$ cat src/rtl/threshold_alarm_filter_if.sv
// threshold_alarm_filter_if
//   Bundles the comparator flag inputs, control strobes and filtered alarm
//   outputs of threshold_alarm_filter.
//   master : drives enable/clear/greater/lesser/equal, observes the results
//   slave  : the filter itself
interface threshold_alarm_filter_if #(
  parameter int CNT_W = 16
);
  logic             enable;
  logic             clear;
  logic             greater;
  logic             lesser;
  logic             equal;
  logic             alarm;
  logic             alarm_rise;
  logic             alarm_fall;
  logic [CNT_W-1:0] event_count;
  logic [CNT_W-1:0] high_cycles;
  logic             err;

  modport master (
    output enable, clear, greater, lesser, equal,
    input  alarm, alarm_rise, alarm_fall, event_count, high_cycles, err
  );

  modport slave (
    input  enable, clear, greater, lesser, equal,
    output alarm, alarm_rise, alarm_fall, event_count, high_cycles, err
  );
endinterface

$ cat src/rtl/threshold_alarm_filter.sv
// threshold_alarm_filter
//   Persistence filter with hysteresis on comparator greater/lesser/equal
//   flags. Alarm asserts after PERSIST consecutive GT samples and releases
//   after RELEASE consecutive LT samples. Keeps saturating event and
//   alarm-duration counters plus a sticky error for illegal flag codes.
// Ports:
//   clk  - clock, all state updates on posedge
//   rst  - synchronous active-high reset
//   bus  - slave side of threshold_alarm_filter_if (enable, clear, flags in;
//          alarm, alarm_rise, alarm_fall, event_count, high_cycles, err out)
//
// state   | meaning
// --------+-------------------------------------------------
// LOW     | alarm off, no GT run in progress
// PEND_HI | alarm off, counting consecutive GT samples
// HIGH    | alarm on, no LT run in progress
// PEND_LO | alarm on, counting consecutive LT samples
module threshold_alarm_filter #(
  parameter int PERSIST = 4,
  parameter int RELEASE = 4,
  parameter int CNT_W   = 16
) (
  input logic                     clk,
  input logic                     rst,
  threshold_alarm_filter_if.slave bus
);

  typedef enum logic [1:0] {LOW, PEND_HI, HIGH, PEND_LO} state_t;

  localparam logic [7:0] PERSIST_LAST = 8'(PERSIST - 1);
  localparam logic [7:0] RELEASE_LAST = 8'(RELEASE - 1);

  state_t           state, state_n;
  logic [7:0]       run, run_n;
  logic             alarm_q, rise_q, fall_q, err_q;
  logic             alarm_n;
  logic [CNT_W-1:0] event_q, high_q;
  logic             is_gt, is_lt, is_bad;
  logic             event_inc, high_inc;

  // BAD codes behave as EQ for the FSM; only err sees them.
  assign is_gt  = {bus.greater, bus.lesser, bus.equal} == 3'b100;
  assign is_lt  = {bus.greater, bus.lesser, bus.equal} == 3'b010;
  assign is_bad = !(is_gt || is_lt ||
                    ({bus.greater, bus.lesser, bus.equal} == 3'b001));

  always_comb begin
    state_n = state;
    run_n   = run;
    if (bus.enable) begin
      unique case (state)
        LOW: begin
          if (is_gt) begin
            if (PERSIST == 1) begin
              state_n = HIGH;
              run_n   = 8'd0;
            end else begin
              state_n = PEND_HI;
              run_n   = 8'd1;
            end
          end else if (is_lt) begin
            run_n = 8'd0;
          end
        end
        PEND_HI: begin
          if (is_gt) begin
            if (run == PERSIST_LAST) begin
              state_n = HIGH;
              run_n   = 8'd0;
            end else begin
              run_n = run + 8'd1;
            end
          end else if (is_lt) begin
            state_n = LOW;
            run_n   = 8'd0;
          end
        end
        HIGH: begin
          if (is_lt) begin
            if (RELEASE == 1) begin
              state_n = LOW;
              run_n   = 8'd0;
            end else begin
              state_n = PEND_LO;
              run_n   = 8'd1;
            end
          end else if (is_gt) begin
            run_n = 8'd0;
          end
        end
        PEND_LO: begin
          if (is_lt) begin
            if (run == RELEASE_LAST) begin
              state_n = LOW;
              run_n   = 8'd0;
            end else begin
              run_n = run + 8'd1;
            end
          end else if (is_gt) begin
            state_n = HIGH;
            run_n   = 8'd0;
          end
        end
        default: begin
          state_n = LOW;
          run_n   = 8'd0;
        end
      endcase
    end
  end

  // With enable=0 state_n equals state, so both edge pulses fall to 0.
  assign alarm_n   = (state_n == HIGH) || (state_n == PEND_LO);
  assign event_inc = (state_n == HIGH) && ((state == LOW) || (state == PEND_HI));
  assign high_inc  = bus.enable && alarm_q;

  always_ff @(posedge clk) begin
    if (rst) begin
      state   <= LOW;
      run     <= 8'd0;
      alarm_q <= 1'b0;
      rise_q  <= 1'b0;
      fall_q  <= 1'b0;
      err_q   <= 1'b0;
      event_q <= '0;
      high_q  <= '0;
    end else begin
      state   <= state_n;
      run     <= run_n;
      alarm_q <= alarm_n;
      rise_q  <= alarm_n && !alarm_q;
      fall_q  <= !alarm_n && alarm_q;
      // clear takes priority: a same-cycle increment or error is dropped.
      if (bus.clear) begin
        err_q   <= 1'b0;
        event_q <= '0;
        high_q  <= '0;
      end else begin
        if (bus.enable && is_bad)
          err_q <= 1'b1;
        if (event_inc && (event_q != '1))
          event_q <= event_q + 1'b1;
        if (high_inc && (high_q != '1))
          high_q <= high_q + 1'b1;
      end
    end
  end

  assign bus.alarm       = alarm_q;
  assign bus.alarm_rise  = rise_q;
  assign bus.alarm_fall  = fall_q;
  assign bus.event_count = event_q;
  assign bus.high_cycles = high_q;
  assign bus.err         = err_q;

endmodule

$ cat src/flat_wrapper.sv
// flat-port wrapper written by rule: the top's interface ports become plain ports
module threshold_alarm_filter_flat 
#(
  parameter int PERSIST = 4,
  parameter int RELEASE = 4,
  parameter int CNT_W   = 16
)
  (clk, rst, bus_enable, bus_clear, bus_greater, bus_lesser, bus_equal, bus_alarm, bus_alarm_rise, bus_alarm_fall, bus_event_count, bus_high_cycles, bus_err);
  threshold_alarm_filter_if #(.CNT_W(CNT_W)) bus_i ();
  input logic clk;
  input logic rst;
  input wire logic [$bits(bus_i.enable)-1:0] bus_enable;
  input wire logic [$bits(bus_i.clear)-1:0] bus_clear;
  input wire logic [$bits(bus_i.greater)-1:0] bus_greater;
  input wire logic [$bits(bus_i.lesser)-1:0] bus_lesser;
  input wire logic [$bits(bus_i.equal)-1:0] bus_equal;
  output wire logic [$bits(bus_i.alarm)-1:0] bus_alarm;
  output wire logic [$bits(bus_i.alarm_rise)-1:0] bus_alarm_rise;
  output wire logic [$bits(bus_i.alarm_fall)-1:0] bus_alarm_fall;
  output wire logic [$bits(bus_i.event_count)-1:0] bus_event_count;
  output wire logic [$bits(bus_i.high_cycles)-1:0] bus_high_cycles;
  output wire logic [$bits(bus_i.err)-1:0] bus_err;
  assign bus_i.enable = bus_enable;
  assign bus_i.clear = bus_clear;
  assign bus_i.greater = bus_greater;
  assign bus_i.lesser = bus_lesser;
  assign bus_i.equal = bus_equal;
  assign bus_alarm = bus_i.alarm;
  assign bus_alarm_rise = bus_i.alarm_rise;
  assign bus_alarm_fall = bus_i.alarm_fall;
  assign bus_event_count = bus_i.event_count;
  assign bus_high_cycles = bus_i.high_cycles;
  assign bus_err = bus_i.err;
  threshold_alarm_filter #(.PERSIST(PERSIST), .RELEASE(RELEASE), .CNT_W(CNT_W)) u_core (.clk(clk), .rst(rst), .bus(bus_i));
endmodule
$ cat config.mk
export PLATFORM = sky130hd
export DESIGN_NAME = threshold_alarm_filter_flat
export DESIGN_NICKNAME = d
export VERILOG_FILES = /design/src/rtl/threshold_alarm_filter_if.sv /design/src/rtl/threshold_alarm_filter.sv /design/src/flat_wrapper.sv
export SDC_FILE = /design/constraint.sdc
export NUM_CORES = 1
export LEC_CHECK = 0
export CORE_MARGIN = 4
export CORE_UTILIZATION = 52
export CTS_CLUSTER_DIAMETER = 150
export DETAILED_ROUTE_END_ITERATION = 10
export PLACE_DENSITY_LB_ADDON = 0.12
export SYNTH_ARGS = -nofsm -noshare
export SYNTH_HDL_FRONTEND = slang
export SYNTH_SLANG_ARGS = --single-unit
$ cat constraint.sdc
create_clock -name clk -period 3.6 [get_ports clk]
set_input_delay 1.08 -clock clk [delete_from_list [all_inputs] [get_ports clk]]
set_output_delay 1.08 -clock clk [all_outputs]
set_load 0.01 [all_outputs]
Figure 1. Clock routing.
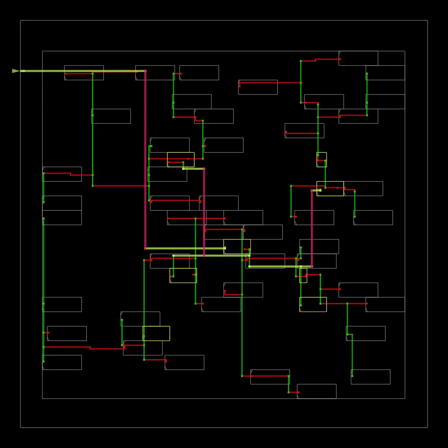
seq_cells: 46
clock sinks: 46
insertion delay of the later-clocked pin in the worst-skew pair: 0.30 ns
total clock network power: 0.326 mW

==> out/notes.md <==
## Status
- status: complete, no violations

## Final timing
- actual transition at the worst max-transition pin: 1.178 ns
- post-route setup slack: 0.5971 ns
- FMAX: 0.3330 GHz
- worst hold slack: 0.4946 ns
- final clock period utilization by the worst path: 0.8341
- unrepaired setup endpoints after global routing: no
- final count of hold timing violations: 0

## Synthesis
- most repeated cell in the gate-level netlist after synthesis: dfxtp_1
- mux share: 0.02052
- Dominant combinational family: simple AND/OR/NAND/NOR gates
- cell count in the Yosys report: 294
- xor-xnor portion of the synthesized cell area: 0.01077
- Ys Warns: 0
- count of library flops with an enable pin: 0
- yosys aoi share: 0.2186
- commonest cells in the synthesized netlist: dfxtp_1, a21oi_1, nand2_1
- Unique cell types: 49
- Seq cells post-synth: 46
- mean instance size in the synthesized netlist: 8.295 µm²
- flip-flop cell with the highest count after synthesis: dfxtp_1
- share of synthesized area occupied by flip-flops and latches: 0.3776
- synthesized net count: 304
- Gate Count Post-Synth: 294
- total standard cell area after synthesis: 0.002439 mm²
- adder and majority cell fraction of the synthesized area: 0.01539
- cell accounting for the most synthesized area: dfxtp_1

## Floorplanning
- die extent in x: 76.48 µm
- number of rows created at floorplan: 24
- initial core utilization: 0.5487
- IO Pins: 43
- total die size: 0.005849 mm²
- die extent in y: 76.48 µm

## Route
- wire length reported by the detailed router: 5.742 mm
- detailed route wirelength on metal3: 230 µm
- number of vias after detailed routing: 2465
- total routed wire length on the met1 layer: 2.679 mm
- DR WL met2: 2.733 mm
- final antenna-violating net count: 0
- DRT iter0 DRCs: 139
- first-pass iteration count of the detailed router: 6
- final routed DRC violation total: 0
- routed len/inst: 14.72 µm

## Clock tree
- buffer levels on the longest clock path: 2
- total CTS buffers: 5
- post-CTS setup buffer count: 0
- htree depth: 2
- post-cts gate resize count: 0
- CTS tree: built
- clock edge transition at the registers on the reported setup and hold paths: 0.08 ns

## Global route
- fraction of met2 tracks used by global routing: 0.3401
- vias in the first global route: 2245
- first-pass GRT wire length: 9.915 mm
- global routing met3 resource utilization: 0.03783
- met1 usage in global routing: 0.2448

## Setup path
- Crit Reg-Reg Startpoint: u_core.run[0]
- critical path required time: 3.83 ns
- worst path arrival time: 3.23 ns
- largest incremental delay on the critical path: 0.57 ns
- Worst setup SP type: primary input
- cell chain of the critical path: clkdlybuf4s50_1, or3b_1, or4_4, or4_1, a21oi_1
- kind of cell adding the most delay to the critical path: simple AND/OR/NAND/NOR gates
- type of element capturing the critical path: register

## Placement
- Placer Congestion: 0.8866
- hpwl dp: 4.181 mm
- cell total after placement: 382
- port buffer count: 42

## Layout
- antenna fix cells: 0
- final design area excluding fillers: 0.003018 mm²
- # nets final: 347
- non-filler cells in the finished layout: 390
- P&R area growth vs syn: 23.76%

## Pwr
- total leakage power: 0.8949 nW
- worst supply voltage drop on vdd: 0.1814 mV
- pwr/cell area: 293.4 mW/mm²
- Power Total: 0.8853 mW

## Hold path
- path category of the worst min-delay check: reg2reg

Figure 2. Signal wires on met3.
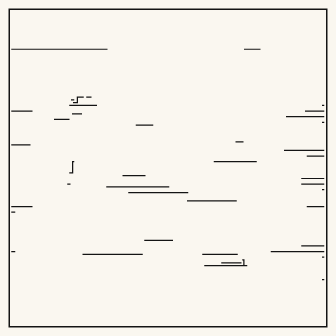
The wires run mostly horizontal. The layer holds 4.0% of the routed length. The longest straight run is 23.0 µm. 34 nets have wire on it.

cell usage in the layout (no fill, tap or decap), types with 2 or more instances in the layout:
cell type        synthesis  final
clkdlybuf4s50_1          0     42
dfxtp_1                 46     46
nor4bb_1                 3      3
or3_1                   14     14
o311ai_0                 2      2
nand3_1                 13     13
or2_2                    2      2
and4_1                   8      8
ha_1                     3      3
o21ai_0                 14     14
or4_1                   14     14
nor3_1                   4      4
a21oi_1                 31     31
a31oi_1                  6      6
buf_4                    0      9
o22ai_1                  3      3
inv_1                   11     11
nand4_1                 11     11
nor2_1                   9      9
clkbuf_8                 0      6
o31ai_1                 16     16
and3_1                   4      4
nand2_1                 24     24
nor4_1                   8      8
xor2_1                   2      2
mux2i_1                  5      5
a211oi_1                 2      2
nand3b_1                 3      3
sequential cells by signal (all words and copies together), names as in the netlist:
| name | flops |
|---|---|
| u_core.bus.alarm | 1 |
| u_core.bus.err | 1 |
| u_core.bus.high_cycles | 16 |
| u_core.bus.event_count | 16 |
| u_core.state | 2 |
| u_core.run | 8 |
| u_core.bus.alarm_rise | 1 |
| u_core.bus.alarm_fall | 1 |
final timing paths:
| kind | endpoint | cells after the start |
|---|---|---|
| worst min-delay path | u_core.bus.err | 2 |
| worst min register to register | u_core.bus.err | 2 |
| worst max register to register | u_core.bus.event_count[4] | 5 |
| worst max-delay path | u_core.bus.event_count[4] | 5 |
area by class of cell:
| class | count | area, µm² |
|---|---|---|
| clock buffer | 7 | 86.33 |
| clock inverter | 1 | 5.005 |
| fill | 370 | 1426 |
| inverter | 11 | 41.29 |
| multi-input combinational | 222 | 1411 |
| sequential | 46 | 920.9 |
| tap | 52 | 65.06 |
| timing repair buffer | 51 | 488.0 |
power breakdown:
part / internal, mW / switching [mW]
sequential: 0.510 / 0.00127
clock: 0.155 / 0.171
combinational: 0.0194 / 0.0291
Power figures rest on the tool's default switching activity, not on a simulated workload.
